==> images/final_congestion.png <==
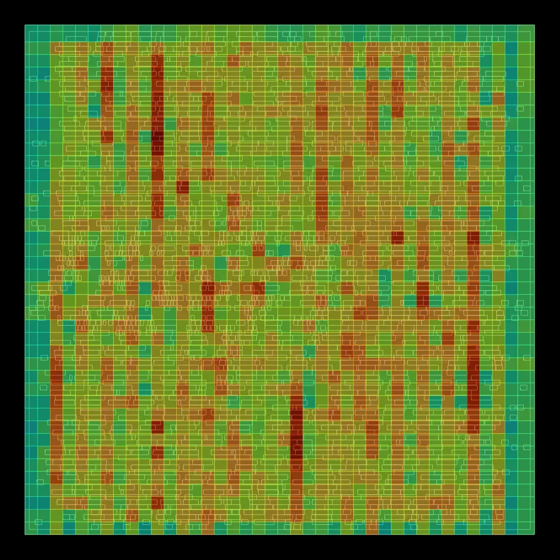
==> images/density.png <==
The die is cut into 28 by 28 equal tiles; dark blue is low, red is high, 0 to 100% covered.
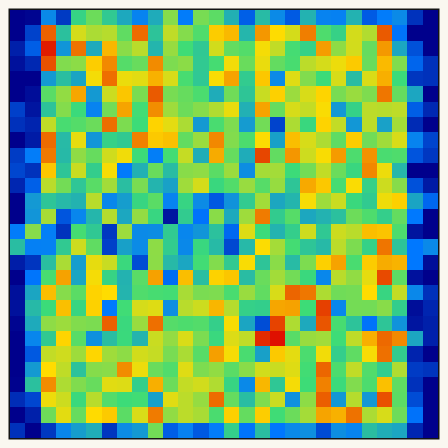
==> images/clock_map.png <==
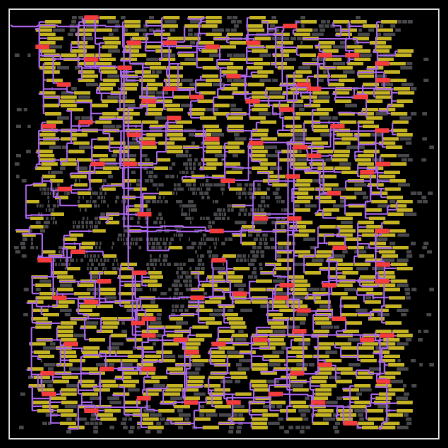
`src/rtl/axis_lane_dispatch.sv`:
```
// AXI-stream frame dispatcher: splits each raster row into N column
// stripes, one per upsampler lane, each behind a small lane FIFO.
module axis_lane_dispatch #(
  parameter int AXISIN_DATA_WIDTH = 24,
  parameter int N_PARALLEL        = 4,
  parameter int SRC_IMG_WIDTH     = 960,
  parameter int SRC_IMG_HEIGHT    = 540,
  parameter int LANE_FIFO_DEPTH   = 8
) (
  input  logic                                    clk,
  input  logic                                    rst_n,
  input  logic                                    crf_ac_UPSTART,
  input  logic                                    s_axis_tvalid,
  output logic                                    s_axis_tready,
  input  logic [AXISIN_DATA_WIDTH-1:0]            s_axis_tdata,
  input  logic                                    s_axis_tlast,
  input  logic                                    s_axis_tuser,
  output logic [N_PARALLEL-1:0]                   ac_upsp_rvalid,
  output logic [N_PARALLEL*AXISIN_DATA_WIDTH-1:0] ac_upsp_rdata,
  output logic [N_PARALLEL-1:0]                   ac_upsp_rlast,
  input  logic [N_PARALLEL-1:0]                   upsp_ac_rready,
  output logic                                    ac_crf_processing,
  output logic                                    ac_crf_done,
  output logic                                    ac_crf_err_sof,
  output logic                                    ac_crf_err_tlast
);

  localparam int W      = AXISIN_DATA_WIDTH;
  localparam int STRIPE = SRC_IMG_WIDTH / N_PARALLEL;
  localparam int CW     = (SRC_IMG_WIDTH  > 1) ? $clog2(SRC_IMG_WIDTH)  : 1;
  localparam int RW     = (SRC_IMG_HEIGHT > 1) ? $clog2(SRC_IMG_HEIGHT) : 1;
  localparam int SW     = (STRIPE > 1) ? $clog2(STRIPE) : 1;
  localparam int LW     = (N_PARALLEL > 1) ? $clog2(N_PARALLEL) : 1;
  localparam int AW     = $clog2(LANE_FIFO_DEPTH);
  localparam int EW     = W + 1;

  if (SRC_IMG_WIDTH % N_PARALLEL != 0) begin : g_bad_width
    $error("SRC_IMG_WIDTH must be divisible by N_PARALLEL");
  end
  if (LANE_FIFO_DEPTH < 2 || (1 << AW) != LANE_FIFO_DEPTH) begin : g_bad_depth
    $error("LANE_FIFO_DEPTH must be a power of 2 and >= 2");
  end

  typedef enum logic [2:0] {
    IDLE, WAIT_SOF, RUN, DRAIN, DONE
  } state_e;

  state_e          state_q, state_d;
  logic [CW-1:0]   col_q, col_d;
  logic [RW-1:0]   row_q, row_d;
  logic [SW-1:0]   stripe_q, stripe_d;
  logic [LW-1:0]   lane_q, lane_d;
  logic            err_sof_q, err_sof_d;
  logic            err_tlast_q, err_tlast_d;
  logic            done_q, done_d;
  logic            proc_q, proc_d;

  logic                  push;
  logic                  col_last, row_last, stripe_last, frame_last;
  logic [N_PARALLEL-1:0] full, empty_nx;

  assign col_last    = col_q == CW'(SRC_IMG_WIDTH - 1);
  assign row_last    = row_q == RW'(SRC_IMG_HEIGHT - 1);
  assign stripe_last = stripe_q == SW'(STRIPE - 1);
  assign frame_last  = col_last && row_last;

  always_comb begin
    state_d       = state_q;
    col_d         = col_q;
    row_d         = row_q;
    stripe_d      = stripe_q;
    lane_d        = lane_q;
    err_sof_d     = err_sof_q;
    err_tlast_d   = err_tlast_q;
    s_axis_tready = 1'b0;
    push          = 1'b0;
    unique case (state_q)
      IDLE: begin
        col_d    = '0;
        row_d    = '0;
        stripe_d = '0;
        lane_d   = '0;
        if (crf_ac_UPSTART) begin
          state_d     = WAIT_SOF;
          err_sof_d   = 1'b0;
          err_tlast_d = 1'b0;
        end
      end
      WAIT_SOF: begin
        s_axis_tready = 1'b1;
        if (s_axis_tvalid && s_axis_tuser) begin
          push    = 1'b1;
          state_d = frame_last ? DRAIN : RUN;
        end
      end
      RUN: begin
        s_axis_tready = !full[lane_q];
        if (s_axis_tvalid && s_axis_tready) begin
          push = 1'b1;
          if (s_axis_tlast != col_last) err_tlast_d = 1'b1;
          if (s_axis_tuser) err_sof_d = 1'b1;
          if (frame_last) state_d = DRAIN;
        end
      end
      DRAIN: begin
        if (&empty_nx) state_d = DONE;
      end
      DONE: state_d = IDLE;
      default: state_d = IDLE;
    endcase
    // Stripe counter and lane index wrap together, so no divider is needed.
    if (push) begin
      if (col_last) begin
        col_d    = '0;
        stripe_d = '0;
        lane_d   = '0;
        row_d    = row_last ? '0 : row_q + RW'(1);
      end else begin
        col_d = col_q + CW'(1);
        if (stripe_last) begin
          stripe_d = '0;
          lane_d   = lane_q + LW'(1);
        end else begin
          stripe_d = stripe_q + SW'(1);
        end
      end
    end
    done_d = state_d == DONE;
    proc_d = state_d == WAIT_SOF || state_d == RUN || state_d == DRAIN;
  end

  always_ff @(posedge clk or negedge rst_n) begin
    if (!rst_n) begin
      state_q     <= IDLE;
      col_q       <= '0;
      row_q       <= '0;
      stripe_q    <= '0;
      lane_q      <= '0;
      err_sof_q   <= 1'b0;
      err_tlast_q <= 1'b0;
      done_q      <= 1'b0;
      proc_q      <= 1'b0;
    end else begin
      state_q     <= state_d;
      col_q       <= col_d;
      row_q       <= row_d;
      stripe_q    <= stripe_d;
      lane_q      <= lane_d;
      err_sof_q   <= err_sof_d;
      err_tlast_q <= err_tlast_d;
      done_q      <= done_d;
      proc_q      <= proc_d;
    end
  end

  assign ac_crf_processing = proc_q;
  assign ac_crf_done       = done_q;
  assign ac_crf_err_sof    = err_sof_q;
  assign ac_crf_err_tlast  = err_tlast_q;

  for (genvar i = 0; i < N_PARALLEL; i++) begin : g_lane
    logic [EW-1:0] mem_q [LANE_FIFO_DEPTH];
    logic [AW:0]   wp_q, wp_d, rp_q, rp_d;
    logic          lpush, lpop, empty;
    logic [EW-1:0] head;

    assign empty = wp_q == rp_q;
    assign full[i] = (wp_q[AW] != rp_q[AW]) &&
                     (wp_q[AW-1:0] == rp_q[AW-1:0]);
    assign lpush = push && (lane_q == LW'(i));
    assign lpop  = !empty && upsp_ac_rready[i];

    always_comb begin
      wp_d = lpush ? wp_q + (AW+1)'(1) : wp_q;
      rp_d = lpop  ? rp_q + (AW+1)'(1) : rp_q;
    end

    assign empty_nx[i] = wp_d == rp_d;

    always_ff @(posedge clk or negedge rst_n) begin
      if (!rst_n) begin
        wp_q <= '0;
        rp_q <= '0;
      end else begin
        wp_q <= wp_d;
        rp_q <= rp_d;
      end
    end

    always_ff @(posedge clk) begin
      if (lpush) mem_q[wp_q[AW-1:0]] <= {stripe_last, s_axis_tdata};
    end

    assign head                   = mem_q[rp_q[AW-1:0]];
    assign ac_upsp_rvalid[i]      = !empty;
    assign ac_upsp_rlast[i]       = head[W];
    assign ac_upsp_rdata[i*W +: W] = head[W-1:0];
  end

endmodule
```
`config.mk`:
```
export PLATFORM = sky130hd
export DESIGN_NAME = axis_lane_dispatch
export DESIGN_NICKNAME = d
export VERILOG_FILES = /design/src/rtl/axis_lane_dispatch.sv
export SDC_FILE = /design/constraint.sdc
export NUM_CORES = 1
export LEC_CHECK = 0
export CAP_MARGIN = 20
export CELL_PAD_IN_SITES_DETAIL_PLACEMENT = 0
export CELL_PAD_IN_SITES_GLOBAL_PLACEMENT = 1
export CORE_MARGIN = 2
export CORE_UTILIZATION = 46
export DETAILED_ROUTE_END_ITERATION = 10
export PLACE_DENSITY_LB_ADDON = 0.1
export REMOVE_ABC_BUFFERS = 1
export SLEW_MARGIN = 20
export SYNTH_ARGS = -nofsm -noshare
export SYNTH_HDL_FRONTEND = slang
export SYNTH_SLANG_ARGS = --single-unit
```
`constraint.sdc`:
```
create_clock -name clk -period 6.45 [get_ports clk]
set_input_delay 1.6125 -clock clk [delete_from_list [all_inputs] [get_ports clk]]
set_output_delay 1.6125 -clock clk [all_outputs]
set_load 0.01 [all_outputs]
```
==> reports/qor.csv <==
metric,value,unit
distinct lib cells,74,
reg2reg end,state_q[1]$_DFF_PN0_,
GPL Wtd Cong,0.792,
row count,100,
outcome,"finished, final reports clean",
RSZ-0062 raised after global routing,false,
Crit. End Element,output pin,
sw frac,28.3,%
period utilization,80.7,%
worst hold slack,494,ps
Synth Area per Inst,20.4,um^2
"Buf+Inv Stages, Crit Path",1,
most instantiated cells after synthesis,"edfxtp_1, mux4_2, mux2_2",
# fillers,5733,
htree depth,3,
pwr/cell area,411,nW/um^2
setup_tns,0,ps
clk sink count,869,
Hold Path Class,reg2reg,
Die W,278,um
Worst path slowest cell,dfrtp_4,
final antenna-violating net count,0,
DRC Markers,0,
max_slew headroom,36.4,%
Root Buffer,clkbuf_16,
1st-iter DRT viols,1491,
setup violators final,0,
met3 wire length,3390,um
first-pass GRT wire length,113000,um
reg2reg path depth,10,
io pins,143,
non-filler instance count after layout,2958,
share of the synthesized area in the top cell type,69.4,%
max layer used,met5,
CP Launch Point,g_lane[0].rp_q[0]$_DFF_PN0_,
Clock Skews,23.6,ps
CP peak stage delay,770,ps
DR vias/cell,5.69,
clock slew at reported path FFs,60,ps
startpoint types,flip-flop,
Final Power,16.6,mW
WL met1,33700,um
Num CTS Buffers,89,
ratio of cells with drive above 1 in the final layout,28.0,%
Hold Crit Start,g_lane[3].rp_q[3]$_DFF_PN0_,
Combinational Power Share,30.9,%
clock share of power,28.8,%
endpoints failing hold,0,
largest net degree at the start of global routing,70,
flop-to-flop setup slack,2620,ps
Crit path required time,4840,ps
Final Critical Period,5200,ps
Gate Count Post-Synth,1697,
initial antenna violation count,3,
critical path cell sequence,xor2_1 > nor4_1 > a2bb2oi_2 > nand2_1 > nor2_1 > a21oi_1 > nor2_1 > clkdlybuf4s50_1,
Max Freq,192,MHz
hold-fix buffers at CTS,0,
CORE AREA,74400,um^2
Post-DP HPWL,41400,um
R2R Path Start,g_lane[0].rp_q[0]$_DFF_PN0_,
worst-case clock buffer depth,3,
Hold Crit Endpoint,g_lane[3].rp_q[3]$_DFF_PN0_,
cell accounting for the most synthesized area,edfxtp_1,
post-cts sizing count,0,
Logic area,8580,um^2
dpl cell area,37600,um^2
die height,278,um
OpenROAD warning count,28,
Pint,11.9,mW
drt first pass iters,5,
-- final_congestion.png (at the start) --
M2 GR Usage: 32.7%
grt met1 use: 28.2%
Top Usage Layer GRT: met2
GRT Total Usage: 20.0%
met3 Use GR: 2.72%

-- density.png (at the start) --
The fullest tile reaches 98%. The mean over all tiles is 50%. 14% of the tiles are over 75% full.

-- clock_map.png (at the start) --
Red stands for cells driving clock nets, count 89. Yellow stands for flip-flops, count 869. Purple stands for clock wires, length 9,810 um.
There are 90 routed clock nets. Position of the flops: spread over the die.

logic make-up after synthesis:
group	after synthesis	synth area share (%)
multiplexers	308	16.5
AND-OR/OR-AND	112	2.31
AND/OR/NAND/NOR	236	3.52
XOR/XNOR	55	1.47
adder cells (fa/ha/maj)	15	0.542
flip-flops	869	74.4
buffers and inverters	102	1.25
cells in the final DEF (no fill, tap or decap), types with 20 or more instances in the layout:
cell and instances:
buf_4 76, clkbuf_1 20, clkbuf_16 92, clkdlybuf4s50_1 140
clkinv_1 20, dfrtp_1 61, edfxtp_1 800, mux2_2 103
mux4_2 200, nand2_1 56, nand3_1 29, nor2_1 31
o21ai_0 39, xnor2_1 27, xor2_1 26
sequential cells by signal (all words and copies together) (netlist names):
register	flops
row_q	10
lane_q	2
ac_crf_processing	1
g_lane.mem_q	800
col_q	10
g_lane.wp_q	16
stripe_q	8
ac_crf_done	1
g_lane.rp_q	16
state_q	3
ac_crf_err_tlast	1
ac_crf_err_sof	1
power by group through the flow:
| stage | clock (mW) | sequential [mW] | combinational, mW |
|---|---|---|---|
| after floorplan | 0 | 7.15 | 2.81 |
| after global placement | 0 | 6.81 | 5.18 |
| after detailed placement | 0 | 6.83 | 5.20 |
| after CTS | 4.88 | 6.71 | 5.23 |
| after global routing | 5.10 | 6.75 | 5.47 |
| final | 4.77 | 6.69 | 5.11 |
metal layers:
| metal | vias to the layer above | global-route usage [%] |
|---|---|---|
| met4 | 4 | 5.97 |
| met3 | 98 | 2.72 |
| met5 | - | 0 |
| li1 | 7440 | - |
| met2 | 354 | 32.7 |
| met1 | 8939 | 28.2 |
cell type report:
cell class,count,share of cell area (%)
inverter,16,0.149
timing repair buffer,217,4.91
tap,969,3.01
clock inverter,45,0.727
multi-input combinational,726,21.3
antenna,3,0.0186
sequential,869,64.0
clock buffer,113,5.94
worst max path at each step:
| stage | to | slack, ps | depth (start not counted) |
|---|---|---|---|
| floorplan | g_lane[0].mem_q[4][0]$_DFFE_PP_ | -300 | 6 |
| global placement | g_lane[0].mem_q[1][23]$_DFFE_PP_ | 1960 | 9 |
| detailed placement | g_lane[0].mem_q[1][23]$_DFFE_PP_ | 1850 | 9 |
| CTS | s_axis_tready | 1240 | 8 |
| global route | s_axis_tready | 1050 | 8 |
| finish | s_axis_tready | 1250 | 8 |
worst register-to-register path, stage by stage (launching register included):
cell	delay, ps
dfrtp_4	770
xor2_1	200
nor4_1	670
a2bb2oi_2	280
a21oi_4	350
nor2_1	150
buf_4	240
a41oi_1	280
nand4_1	310
nor3_2	330
a311oi_1	130
Power is estimated from default activity; no workload was simulated.
